`config.mk`:
```
export PLATFORM = sky130hd
export DESIGN_NAME = axis_vid_gen
export DESIGN_NICKNAME = d
export VERILOG_FILES = /design/src/rtl/axis_vid_gen.sv
export SDC_FILE = /design/constraint.sdc
export NUM_CORES = 1
export LEC_CHECK = 0
export ABC_AREA = 1
export CORE_AREA = 2 2 163 117
export CTS_CLUSTER_SIZE = 16
export DETAILED_ROUTE_END_ITERATION = 12
export DIE_AREA = 0 0 165 119
export SLEW_MARGIN = 20
export SYNTH_ARGS = -nofsm -noshare
export SYNTH_HDL_FRONTEND = slang
export SYNTH_SLANG_ARGS = --single-unit
```
`constraint.sdc`:
```
create_clock -name clk_i -period 4.1 [get_ports clk_i]
set_input_delay 1.025 -clock clk_i [delete_from_list [all_inputs] [get_ports clk_i]]
set_output_delay 1.025 -clock clk_i [all_outputs]
set_load 0.03 [all_outputs]
```
`src/rtl/axis_vid_gen.sv`:
```
`default_nettype none
// ============================================================================
// Module      : axis_vid_gen
// Description : AXI4-Stream raster video source. Emits frames of NUM_LINE
//               lines by NUM_PIX pixels with H_GAP idle cycles between lines
//               and V_GAP idle cycles after each frame, honouring tready.
//               Patterns: H-ramp, V-ramp, checker, constant, 16-bit LFSR.
// Ports       : clk_i, rst_i (sync, active-high)
//               start_i / stop_i / num_frames_i / mode_i / const_i : control
//               axis_t*_o / axis_tready_i : AXI4-Stream master
//               busy_o, done_o, frame_cnt_o : status
// Revision    : 1.0 - initial release
// ============================================================================
module axis_vid_gen #(
    parameter int DATA_W   = 8,
    parameter int NUM_PIX  = 640,
    parameter int NUM_LINE = 512,
    parameter int H_GAP    = 100,
    parameter int V_GAP    = 1000,
    parameter int CHK_LOG2 = 3,
    parameter int KEEP_W   = (DATA_W + 7) / 8
) (
    input  logic              clk_i,
    input  logic              rst_i,
    input  logic              start_i,
    input  logic              stop_i,
    input  logic [15:0]       num_frames_i,
    input  logic [2:0]        mode_i,
    input  logic [DATA_W-1:0] const_i,
    output logic [DATA_W-1:0] axis_tdata_o,
    output logic              axis_tvalid_o,
    input  logic              axis_tready_i,
    output logic [KEEP_W-1:0] axis_tkeep_o,
    output logic              axis_tlast_o,
    output logic              axis_tuser_o,
    output logic              busy_o,
    output logic              done_o,
    output logic [15:0]       frame_cnt_o
);

    localparam int c_XW   = (NUM_PIX  > 1) ? $clog2(NUM_PIX)  : 1;
    localparam int c_YW   = (NUM_LINE > 1) ? $clog2(NUM_LINE) : 1;
    localparam int c_GMAX = (H_GAP > V_GAP) ? H_GAP : V_GAP;
    localparam int c_GW   = (c_GMAX > 1) ? $clog2(c_GMAX) : 1;

    localparam logic [c_XW-1:0] c_X_LAST = c_XW'(NUM_PIX - 1);
    localparam logic [c_YW-1:0] c_Y_LAST = c_YW'(NUM_LINE - 1);
    localparam logic [c_GW-1:0] c_H_LAST = c_GW'((H_GAP > 0) ? H_GAP - 1 : 0);
    localparam logic [c_GW-1:0] c_V_LAST = c_GW'((V_GAP > 0) ? V_GAP - 1 : 0);
    localparam logic [15:0]     c_SEED   = 16'hACE1;

    typedef enum logic [1:0] {
        S_IDLE   = 2'd0,
        S_ACTIVE = 2'd1,
        S_HGAP   = 2'd2,
        S_VGAP   = 2'd3
    } state_t;

    state_t            r_state, w_state_n;
    logic [c_XW-1:0]   r_x, w_x_n;
    logic [c_YW-1:0]   r_y, w_y_n;
    logic [15:0]       r_lfsr, w_lfsr_n;
    logic [c_GW-1:0]   r_gap, w_gap_n;
    logic [2:0]        r_mode, w_mode_n;
    logic [DATA_W-1:0] r_const, w_const_n;
    logic [15:0]       r_nframes, w_nframes_n;
    logic [15:0]       r_frame_cnt, w_frame_cnt_n;
    logic              r_stop_pend, w_stop_n;
    logic              r_tvalid, w_tvalid_n;
    logic [DATA_W-1:0] r_tdata, w_tdata_n;
    logic              r_tlast, w_tlast_n;
    logic              r_tuser, w_tuser_n;
    logic [KEEP_W-1:0] r_tkeep;
    logic              r_busy, r_done, w_done_n;
    logic              w_accept, w_load, w_end_frame;

    // Fibonacci LFSR, polynomial x^16 + x^14 + x^13 + x^11 + 1 (right shift).
    function automatic logic [15:0] f_lfsr(input logic [15:0] s);
        return {s[0] ^ s[2] ^ s[3] ^ s[5], s[15:1]};
    endfunction

    function automatic logic [DATA_W-1:0] f_pixel(
        input logic [2:0]        mode,
        input logic [DATA_W-1:0] cst,
        input logic [c_XW-1:0]   x,
        input logic [c_YW-1:0]   y,
        input logic [15:0]       lfsr
    );
        case (mode)
            3'd1:    return DATA_W'(y);
            3'd2:    return ((((32'(x) ^ 32'(y)) >> CHK_LOG2) & 32'd1) != 32'd0)
                            ? {DATA_W{1'b1}} : {DATA_W{1'b0}};
            3'd3:    return cst;
            3'd4:    return DATA_W'(lfsr);
            default: return DATA_W'(x);
        endcase
    endfunction

    assign w_accept = r_tvalid & axis_tready_i;

    always_comb begin
        w_state_n     = r_state;
        w_x_n         = r_x;
        w_y_n         = r_y;
        w_lfsr_n      = r_lfsr;
        w_gap_n       = r_gap;
        w_mode_n      = r_mode;
        w_const_n     = r_const;
        w_nframes_n   = r_nframes;
        w_frame_cnt_n = r_frame_cnt;
        w_stop_n      = r_stop_pend | (stop_i & (r_state != S_IDLE));
        w_tvalid_n    = r_tvalid;
        w_done_n      = 1'b0;
        w_load        = 1'b0;
        w_end_frame   = 1'b0;

        case (r_state)
            S_IDLE: begin
                if (start_i) begin
                    w_state_n     = S_ACTIVE;
                    w_x_n         = '0;
                    w_y_n         = '0;
                    w_lfsr_n      = c_SEED;
                    w_gap_n       = '0;
                    w_mode_n      = mode_i;
                    w_const_n     = const_i;
                    w_nframes_n   = num_frames_i;
                    w_frame_cnt_n = 16'd0;
                    w_stop_n      = 1'b0;
                    w_load        = 1'b1;
                end
            end
            S_ACTIVE: begin
                if (w_accept) begin
                    w_lfsr_n = f_lfsr(r_lfsr);
                    if (r_x != c_X_LAST) begin
                        w_x_n  = r_x + c_XW'(1);
                        w_load = 1'b1;
                    end else begin
                        w_x_n   = '0;
                        w_gap_n = '0;
                        if (r_y != c_Y_LAST) begin
                            w_y_n = r_y + c_YW'(1);
                            if (H_GAP == 0) begin
                                w_load = 1'b1;
                            end else begin
                                w_state_n  = S_HGAP;
                                w_tvalid_n = 1'b0;
                            end
                        end else begin
                            w_y_n         = '0;
                            w_frame_cnt_n = r_frame_cnt + 16'd1;
                            if (V_GAP == 0) begin
                                w_end_frame = 1'b1;
                            end else begin
                                w_state_n  = S_VGAP;
                                w_tvalid_n = 1'b0;
                            end
                        end
                    end
                end
            end
            S_HGAP: begin
                if (r_gap == c_H_LAST) begin
                    w_state_n = S_ACTIVE;
                    w_load    = 1'b1;
                end else begin
                    w_gap_n = r_gap + c_GW'(1);
                end
            end
            S_VGAP: begin
                if (r_gap == c_V_LAST) begin
                    w_end_frame = 1'b1;
                end else begin
                    w_gap_n = r_gap + c_GW'(1);
                end
            end
            default: w_state_n = S_IDLE;
        endcase

        // Frame boundary: either finish the run or re-latch pattern controls
        // and present the next SOF beat in the same transition.
        if (w_end_frame) begin
            if (w_stop_n || ((r_nframes != 16'd0) && (w_frame_cnt_n == r_nframes))) begin
                w_state_n  = S_IDLE;
                w_tvalid_n = 1'b0;
                w_done_n   = 1'b1;
                w_stop_n   = 1'b0;
            end else begin
                w_state_n = S_ACTIVE;
                w_mode_n  = mode_i;
                w_const_n = const_i;
                w_load    = 1'b1;
            end
        end

        w_tdata_n = r_tdata;
        w_tlast_n = r_tlast;
        w_tuser_n = r_tuser;
        if (w_load) begin
            w_tvalid_n = 1'b1;
            w_tdata_n  = f_pixel(w_mode_n, w_const_n, w_x_n, w_y_n, w_lfsr_n);
            w_tlast_n  = (w_x_n == c_X_LAST);
            w_tuser_n  = (w_x_n == '0) && (w_y_n == '0);
        end else if (!w_tvalid_n) begin
            w_tdata_n = '0;
            w_tlast_n = 1'b0;
            w_tuser_n = 1'b0;
        end
    end

    always_ff @(posedge clk_i) begin
        if (rst_i) begin
            r_state <= S_IDLE;
        end else begin
            r_state <= w_state_n;
        end
    end

    always_ff @(posedge clk_i) begin
        if (rst_i) begin
            r_x         <= '0;
            r_y         <= '0;
            r_lfsr      <= '0;
            r_gap       <= '0;
            r_mode      <= '0;
            r_const     <= '0;
            r_nframes   <= '0;
            r_frame_cnt <= '0;
            r_stop_pend <= 1'b0;
            r_tvalid    <= 1'b0;
            r_tdata     <= '0;
            r_tlast     <= 1'b0;
            r_tuser     <= 1'b0;
            r_tkeep     <= '0;
            r_busy      <= 1'b0;
            r_done      <= 1'b0;
        end else begin
            r_x         <= w_x_n;
            r_y         <= w_y_n;
            r_lfsr      <= w_lfsr_n;
            r_gap       <= w_gap_n;
            r_mode      <= w_mode_n;
            r_const     <= w_const_n;
            r_nframes   <= w_nframes_n;
            r_frame_cnt <= w_frame_cnt_n;
            r_stop_pend <= w_stop_n;
            r_tvalid    <= w_tvalid_n;
            r_tdata     <= w_tdata_n;
            r_tlast     <= w_tlast_n;
            r_tuser     <= w_tuser_n;
            r_tkeep     <= {KEEP_W{w_tvalid_n}};
            r_busy      <= (w_state_n != S_IDLE);
            r_done      <= w_done_n;
        end
    end

    assign axis_tdata_o  = r_tdata;
    assign axis_tvalid_o = r_tvalid;
    assign axis_tkeep_o  = r_tkeep;
    assign axis_tlast_o  = r_tlast;
    assign axis_tuser_o  = r_tuser;
    assign busy_o        = r_busy;
    assign done_o        = r_done;
    assign frame_cnt_o   = r_frame_cnt;

endmodule
`default_nettype wire
```
**Run 1: cell placement**

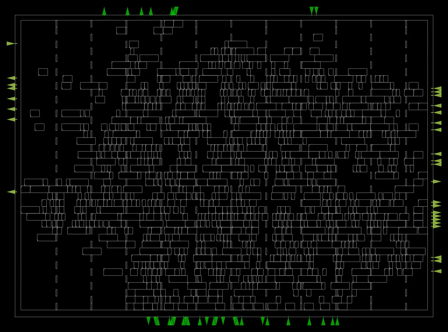
core footprint: 18300 sq um
register share of the cell area: 26.5%
tap cell count: 242
fill cell total of the finished layout: 1883
placement row count: 42

**Run 1: ports around the boundary**

Scale: 3 px per um. Pins as bars across the die edge, other pins in grey.
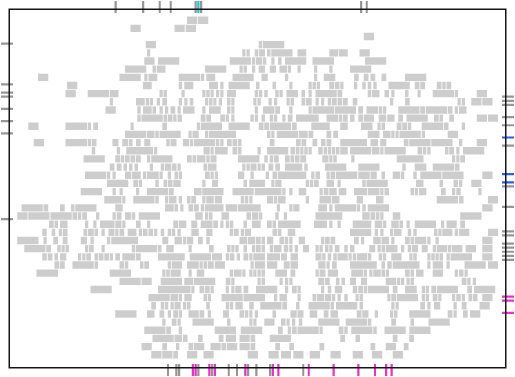
- mode_i: blue (pins 3; direction input; edge right)
- num_frames_i: magenta (pins 16; direction input; edge 13 bottom, 3 right)
- axis_tvalid_o: cyan (pins 1; direction output; edge top)
DIE HEIGHT: 119 um
Die W: 165 um
I/O Buffers: 61

**Run 1: wiring by layer**

Scale: 3 px per um. Only two layers are drawn.
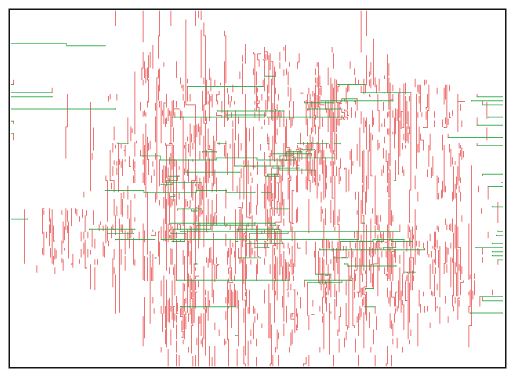
- met3: green (wire length 1200 um)
- met2: red (wire length 7310 um)
routed wire length: 18700 um
Via Count: 6341
per-cell routed wire length: 14.5 um
global router's overall resource usage: 19.2%

==> results.txt, run 1 <==
Quick summary of the implementation run below.

The static leakage came out at 3.38 nW. Of all the cell area in the finished design, the clock network holds 3.90%. The number of antenna violations at the first check in global routing came out at 0.

The power after layout is 0.00239 W. The total inserted antenna cells came out at 0. The flow ran to the end, and the final reports show no timing, DRC or antenna violations. The required time of the critical path is 4.30 ns. The family of cells with the greatest summed delay on the critical path is simple AND/OR/NAND/NOR gates. The clock skew after layout is 0.0129 ns. The met3 layer usage reported by global route came out at 4.28%. The number of cells on the worst reg-to-reg path is 30. Of all cell types, the one taking the most synthesized area is sky130_fd_sc_hd__dfxtp_1. The global routing report lists met2 layer usage as 26.0%. The final hold violation count came out at 0. The post-route worst setup slack came out at 0.218 ns. The worst slew margin relative to its limit is 40.6%.

The wire length on met3 is 1200 um. The critical path endpoint is axis_tdata_o[2]$_SDFFE_PP0P_. In the global route stage, met1 resource usage came out at 30.1%. The peak clock frequency supported by timing is 258 MHz.

The total cell area reported by yosys after synthesis is 6220 sq um. The tally of nets with antenna violations remaining after routing came out at 0. The most common logic cells in the final layout are sky130_fd_sc_hd__nand2_1, sky130_fd_sc_hd__inv_1, sky130_fd_sc_hd__dfxtp_1.

After routing, the total negative slack on setup checks comes to 0 ns. The vias per cell came out at 4.92. The post-CTS setup buffer count is 0.

The async set-or-reset flop fraction in the synthesized netlist is 0%. The part of the total power dissipated in combinational logic came out at 17.3%. The number of global-route vias before repair came out at 5623. The class of the tightest hold or removal check is reg -> reg. The largest incremental delay on the critical path came out at 0.51 ns. For this run the aggregate overflow at the end of global routing stands at 0.

The post-route report lists met1 wire length as 9960 um. The minimum setup slack after placement is -0.213 ns. The switching share of total power came out at 29.2%. The part of the power in registers came out at 44.7%. The post-layout utilization of the core is 42.9%.

The wire length of the first global-routing pass came out at 29400 um. For this design, the slowest cell found on the critical path is sky130_fd_sc_hd__clkdlybuf4s50_1. The tool flagged a number of max-cap violations equal to 0. The internal portion of the total power is 0.00169 W. For this configuration, the core starts out at a cell density of 33.9%.

By instance count after routing, the leading logic cell type is sky130_fd_sc_hd__nand2_1. The share of the yosys chip area belonging to registers is 33.5%. The final layout contains 1081 nets. The main flop type is sky130_fd_sc_hd__dfxtp_1. The DRC violation total left in the routed layout is recorded as 0. The register bit count reported by yosys is 104. Power attributed to combinational cells is 0.000413 W. Post-CTS repair ended up resizing 2 cells. The arrival time at the worst endpoint is 4.09 ns. Averaged over all synthesized cells, the footprint is 6.60 sq um. The clock network is responsible for 38.0% of the overall power.

The logic area came out at 3630 sq um. Looking at the hold checks, the worst path lands on r_lfsr[11]$_SDFFE_PP0P_. Synthesis instantiated 48 different standard cells from the library. The worst hold path passes through 2 cells. The total non-filler cell area in the finished layout came out at 7870 sq um. Per the finish-stage timing summary, setup violations number 0. In the final layout, excluding clock buffers the buffer count is 114. The share of post-route cells with drive strength above 1 is 16.6%.
run 1: synth_stat cells, types with 2 or more instances:
master / n
sky130_fd_sc_hd__nand3_1: 85
sky130_fd_sc_hd__o22ai_1: 8
sky130_fd_sc_hd__buf_2: 6
sky130_fd_sc_hd__inv_1: 119
sky130_fd_sc_hd__o21ai_0: 46
sky130_fd_sc_hd__nor2_8: 3
sky130_fd_sc_hd__nor2_2: 5
sky130_fd_sc_hd__a21oi_2: 8
sky130_fd_sc_hd__a21oi_1: 59
sky130_fd_sc_hd__nand2_2: 4
sky130_fd_sc_hd__xor2_1: 5
sky130_fd_sc_hd__nand3_2: 15
sky130_fd_sc_hd__nand4_1: 22
sky130_fd_sc_hd__a22oi_1: 3
sky130_fd_sc_hd__nor2_4: 4
sky130_fd_sc_hd__nand2_1: 254
sky130_fd_sc_hd__nand3_4: 3
sky130_fd_sc_hd__inv_2: 13
sky130_fd_sc_hd__nor3_1: 13
sky130_fd_sc_hd__ha_1: 6
sky130_fd_sc_hd__nor4_1: 6
sky130_fd_sc_hd__nor2_1: 96
sky130_fd_sc_hd__buf_6: 4
sky130_fd_sc_hd__dfxtp_1: 104
sky130_fd_sc_hd__clkbuf_1: 17
sky130_fd_sc_hd__nand2_4: 9
sky130_fd_sc_hd__xnor2_1: 4
sky130_fd_sc_hd__nand3b_1: 2
run 1: sequential cells by signal (all words and copies together), names as in the netlist, 2 cells and up:
name / count
axis_tdata_o: 8
frame_cnt_o: 16
r_const: 8
r_gap: 10
r_lfsr: 16
r_mode: 3
r_nframes: 16
r_state: 2
r_x: 10
r_y: 9
run 1: logic make-up after synthesis:
family / synth area share, %
buffers and inverters: 10.7
AND/OR/NAND/NOR: 40.9
AND-OR/OR-AND: 12.4
XOR/XNOR: 1.27
adder cells (fa/ha/maj): 1.21
flip-flops: 33.5
**Run 1: cell sizes after repair**

Scale: 3 px per um.
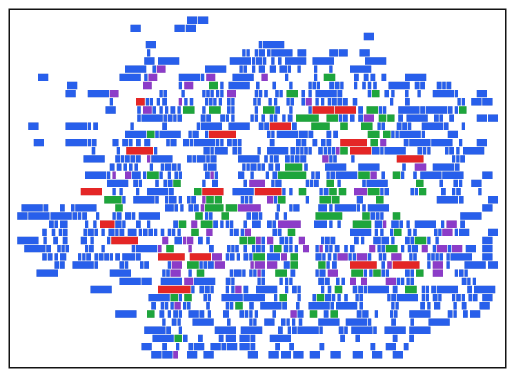

## Run 2: what changed since run 1
ABC_AREA = default   (was 1)
CORE_AREA = 2 2 162 117   (was 2 2 163 117)
DIE_AREA = 0 0 164 119   (was 0 0 165 119)
SKIP_LAST_GASP = 1   (was default)
**Run 2: cell sizes after repair**

Scale: 3 px per um.
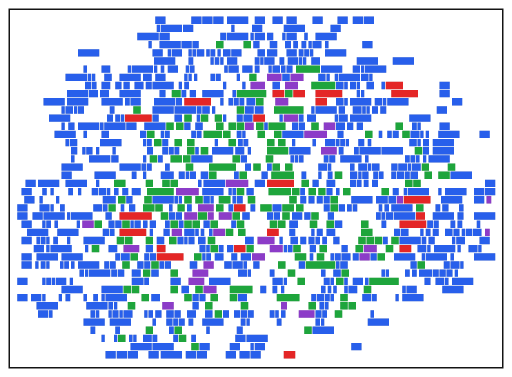
- drive 3 to 4: green (cells 171; share 17%; most used buf_4)
- drive 1 or less: blue (cells 750; share 77%; most used nand2_1)
- drive 6 and up: red (cells 22; share 2.2%; most used clkbuf_16)
- drive 2: purple (cells 35; share 3.6%; most used a211oi_2)
Repair and plain buffers: 212
growth of design area from synthesis to finish: 39.7%

==> results.txt, run 2 <==
Quick summary of the implementation run below.

The flow ran to the end, but the final reports show violations. The checks that failed: negative setup slack. For this run, the detailed router reports a per-instance via density of 5.56.

Setup total negative slack on the finished layout was measured at -0.00741 ns. The wire length of the first global-routing pass is 34600 um. Per the timing report, the achievable frequency comes out to 243 MHz. The global routing usage on met1 came out at 37.7%. The switching share of total power came out at 29.4%. The total inserted antenna cells is 0. The die height came out at 119 um. The fraction of met2 tracks used by global routing is 29.3%. For the worst flop-to-flop path, the logic depth is 17. The final hold violation count came out at 0. The number of cell rows is 42. From the final report, the count of setup violators was given as 1. The commonest cells after synthesis are sky130_fd_sc_hd__nand2_1, sky130_fd_sc_hd__dfxtp_1, sky130_fd_sc_hd__nor2_1.

The average footprint of a synthesized cell came out at 7.75 sq um. The total non-filler cell area in the finished layout came out at 8640 sq um. The power report lists cell-internal power as 0.00173 W. The max-cap check violation count is 0.

met3 track demand over resource after global routing is 6.10%. The number of global-route vias before repair came out at 6045. The initial standard-cell utilization of the core came out at 33.9%. The wire length on met3 is 2050 um. The most common cell after layout, fill and taps aside is sky130_fd_sc_hd__buf_4.

By instance count after routing, the leading logic cell types are sky130_fd_sc_hd__buf_4, sky130_fd_sc_hd__nand2_1, sky130_fd_sc_hd__dfxtp_1. Across all setup checks in the final design, the least slack found is -0.00741 ns. The most critical setup path has its endpoint at axis_tdata_o[3]$_SDFFE_PP0P_. The net total in the final layout came out at 1011. In the post-synthesis netlist, the cell with the most instances is sky130_fd_sc_hd__nand2_1. The aggregate routed wire length came out at 22400 um. The total cell area reported by yosys after synthesis is 6180 sq um. The clock arrives with 0.0127 ns of skew. The tally of nets with antenna violations remaining after routing is 0.

The combinational gate power is 0.000440 W. The arrival time at the worst endpoint came out at 4.37 ns. The quantity of I/O buffers inserted on ports is 61. The path class of the tightest hold or removal check is reg -> reg.

The final report gives the core utilization as 47.4%. The share of post-route cells with drive strength above 1 is 23.3%.
## run 2: worst min-delay path by stage
stage	start	endpoint	slack (ns)	cells after the start
2_1_floorplan	r_const[0]$_SDFF_PP0_	r_const[0]$_SDFF_PP0_	0.45	2
6_report	axis_tlast_o$_SDFFE_PP0P_	axis_tlast_o$_SDFFE_PP0P_	0.45	2
4_1_cts	axis_tdata_o[2]$_SDFFE_PP0P_	axis_tdata_o[2]$_SDFFE_PP0P_	0.46	2
5_1_grt	axis_tdata_o[2]$_SDFFE_PP0P_	axis_tdata_o[2]$_SDFFE_PP0P_	0.50	2
3_5_place_dp	axis_tlast_o$_SDFFE_PP0P_	axis_tlast_o$_SDFFE_PP0P_	0.45	2
3_3_place_gp	axis_tdata_o[3]$_SDFFE_PP0P_	axis_tdata_o[3]$_SDFFE_PP0P_	0.44	2
## run 2: what timing repair did
item,4_1_cts,5_1_grt
gates resized,37,26
pin swaps,16,20
setup endpoints to repair,23,15
setup buffers,10,4
## run 2: cell type report
| cell class | count | area [sq um] |
|---|---|---|
| Clock buffer | 9 | 225 |
| Clock inverter | 7 | 95.1 |
| Fill cell | 1758 | 9600 |
| Inverter | 13 | 48.8 |
| Multi-Input combinational cell | 633 | 4120 |
| Sequential cell | 104 | 2090 |
| Tap cell | 242 | 303 |
| Timing Repair Buffer | 212 | 1760 |
## run 2: kinds of logic after synthesis
logic type / share of synthesized area [%]
adder cells (fa/ha/maj): 1.21
AND/OR/NAND/NOR: 31.8
multiplexers: 5.04
flip-flops: 33.7
AND-OR/OR-AND: 21.3
buffers and inverters: 3.97
XOR/XNOR: 2.98
## Run 3: what changed since run 2
SKIP_LAST_GASP = default   (was 1)
**Run 3: wiring by layer**

Scale: 3 px per um. Only two layers are drawn.
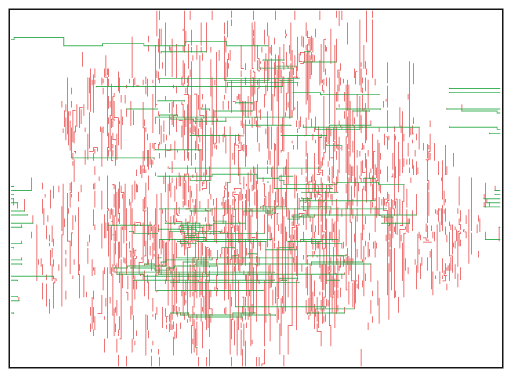
- met3: green (wire length 2050 um)
- met2: red (wire length 8460 um)
per-cell routed wire length: 18.4 um
routed wire length: 22400 um
Via Count: 6780
global router's overall resource usage: 23.0%

==> results.txt, run 3 <==
Quick summary of the implementation run below.

After floorplanning, the core was divided into 42 placement rows. By count the netlist is led by sky130_fd_sc_hd__nand2_1, sky130_fd_sc_hd__dfxtp_1, sky130_fd_sc_hd__nor2_1. Registers represent a cell area share of 24.2%. The clock buffer and inverter area fraction after layout is 3.71%. The net total in the final layout is 1011.

The run finished, with violations left. The main flop type is sky130_fd_sc_hd__dfxtp_1. The final-layout fill cell count is 1758.

On met1, the global router reports a usage of 37.7%. The count of buffers added on input and output ports is 61. The number of global-route vias before repair is 6045.

According to the timing report, the critical path is captured at axis_tdata_o[3]$_SDFFE_PP0P_. The final design was reported to hold multi-input combinational gates totalling 633. Among all cell types in the netlist, the one instantiated most often is sky130_fd_sc_hd__nand2_1. The peak clock frequency supported by timing came out at 243 MHz.

Measured in cells, the most critical reg-to-reg path has a length of 17. The design has 104 sequential cells. The initial standard-cell utilization of the core is 33.9%. The number of non-clock buffers in the layout is 212. The average footprint of a synthesized cell came out at 7.75 sq um. The part of the power in registers is 43.8%.

The layout report lists the non-clock buffer share of cell area as 20.4%. The area of the placeable core is 18200 sq um. The hold-critical path depth is 2. In the final layout, excluding clock inverters the inverter count is 13. The met3 layer usage reported by global route is 6.10%. The register bit count reported by yosys is 104. The top cell type in the final layout, fill and taps aside, is sky130_fd_sc_hd__buf_4.

From left edge to right edge, the die measures 164 um. The slowest cell on the critical path is sky130_fd_sc_hd__or4_4. The worst slew margin relative to its limit is 47.5%.

The clock tree from TritonCTS is done. The wire length of the first global-routing pass is 34600 um. Registers take 2090 sq um. The final reports fail on negative setup slack.

The clock sink count came out at 104. The arrival time at the worst endpoint came out at 4.37 ns. After global routing the overflow that remains totals 0.

For the worst setup path, the data required time is 4.37 ns. The library cells used most frequently in the layout, excluding fill and tap cells, are sky130_fd_sc_hd__buf_4, sky130_fd_sc_hd__nand2_1, sky130_fd_sc_hd__dfxtp_1. The count of nets left with antenna violations once routing finished came out at 0. The max-cap check violation count came out at 0. The clock skew after layout came out at 0.0127 ns.

The clock network power share came out at 38.3%. The cell type with the highest aggregate area in the netlist is sky130_fd_sc_hd__dfxtp_1. The largest cell class by area is combinational gates. The class of the tightest hold or removal check is reg -> reg. The combinational share of cell area came out at 47.7%.

The script computed the net switching share of total power as 29.4%. In this design, the stage delay of the slowest critical-path cell is 0.60 ns. The fraction of met2 tracks used by global routing came out at 29.3%. The count of yosys warnings during synthesis is 0.

After detailed routing, the number of vias per cell comes to 5.56. The gate-level netlist out of Yosys references 74 unique cell types. The part of the total power dissipated in combinational logic is 17.9%.

The number of antenna violations at the first check in global routing came out at 0. The maximum buffer depth of the clock tree is 2. The minimum setup slack after placement is -0.974 ns.

The share of post-route cells with drive strength above 1 is 23.3%. The logic area is 4120 sq um. The tap cell count is 242. The final hold violation count is 0. The final setup violation count is 1. The count of unresolved DRC violations after routing came out at 0. The final timing report gives a worst setup slack of -0.00741 ns.

Yosys reports a chip area of 6180 sq um. The share of the yosys chip area belonging to registers came out at 33.7%. Summed over all cells, the static leakage comes to 3.40 nW. The internal power summed over all cells is 0.00173 W. The die height is 119 um.
-- run 3: cell families (layout without fill, tap and decap cells) --
group,Yosys count,in the layout,synth area share [%]
xor+xnor,21,21,2.98
flops,104,104,33.7
simple gates,381,381,31.8
compound gates,195,195,21.3
buf+inv,60,241,3.97
fa+ha+maj,6,6,1.21
mux,30,30,5.04
-- run 3: power groups by stage --
| stage | clock network [W] | logic [W] | registers (W) |
|---|---|---|---|
| floorplan | 0 | 0.000217 | 0.00110 |
| global placement | 0 | 0.000401 | 0.00110 |
| detailed placement | 0 | 0.000401 | 0.00110 |
| CTS | 0.000969 | 0.000416 | 0.00107 |
| global route | 0.00101 | 0.000473 | 0.00108 |
| finish | 0.000939 | 0.000440 | 0.00108 |
-- run 3: per-stage QoR --
stage          setup TNS (ns)  power [W]  std cells  instance area [sq um]  utilization, %
2_1_floorplan               0    0.00132        797                   6210               -
5_1_grt                -0.381    0.00256       1220                   8640            47.4
4_1_cts              -0.00828    0.00246       1216                   8470            46.4
3_5_place_dp           -15.99    0.00150       1190                   7950            43.6
3_3_place_gp           -15.72    0.00150       1190                   7950            43.6
6_report             -0.00741    0.00245       1220                   8640            47.4
-- run 3: routing by layer --
layer / part of all wire [%] / wire, um
met4: 0.78 / 176
met5: 0 / 0
met3: 9.1 / 2050
met1: 52 / 11800
met2: 38 / 8460
-- run 3: timing repair --
| item | in CTS | in global routing |
|---|---|---|
| gates resized | 37 | 26 |
| setup endpoints to repair | 23 | 15 |
| pin swaps | 16 | 20 |
| hold buffers | 0 | 0 |
| setup buffers | 10 | 4 |
| cloned | 0 | 0 |
-- run 3: critical path: cells and delay by family --
kind	cells	cell delay [ns]
buf+inv	3	0.40
simple gates	4	1.37
xor+xnor	1	0.22
mux	1	0.21
compound gates	5	1.15

==> screenshots <==
Wires at chosen ports, followed through buffers.
Scale: 1.5 px per um.
picture 1
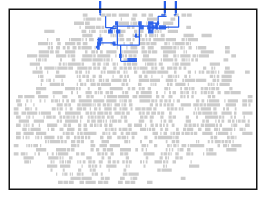
picture 2
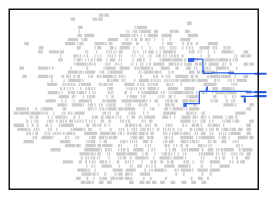
picture 2: run 1
picture 1: run 2

Power is estimated from default activity; no workload was simulated.
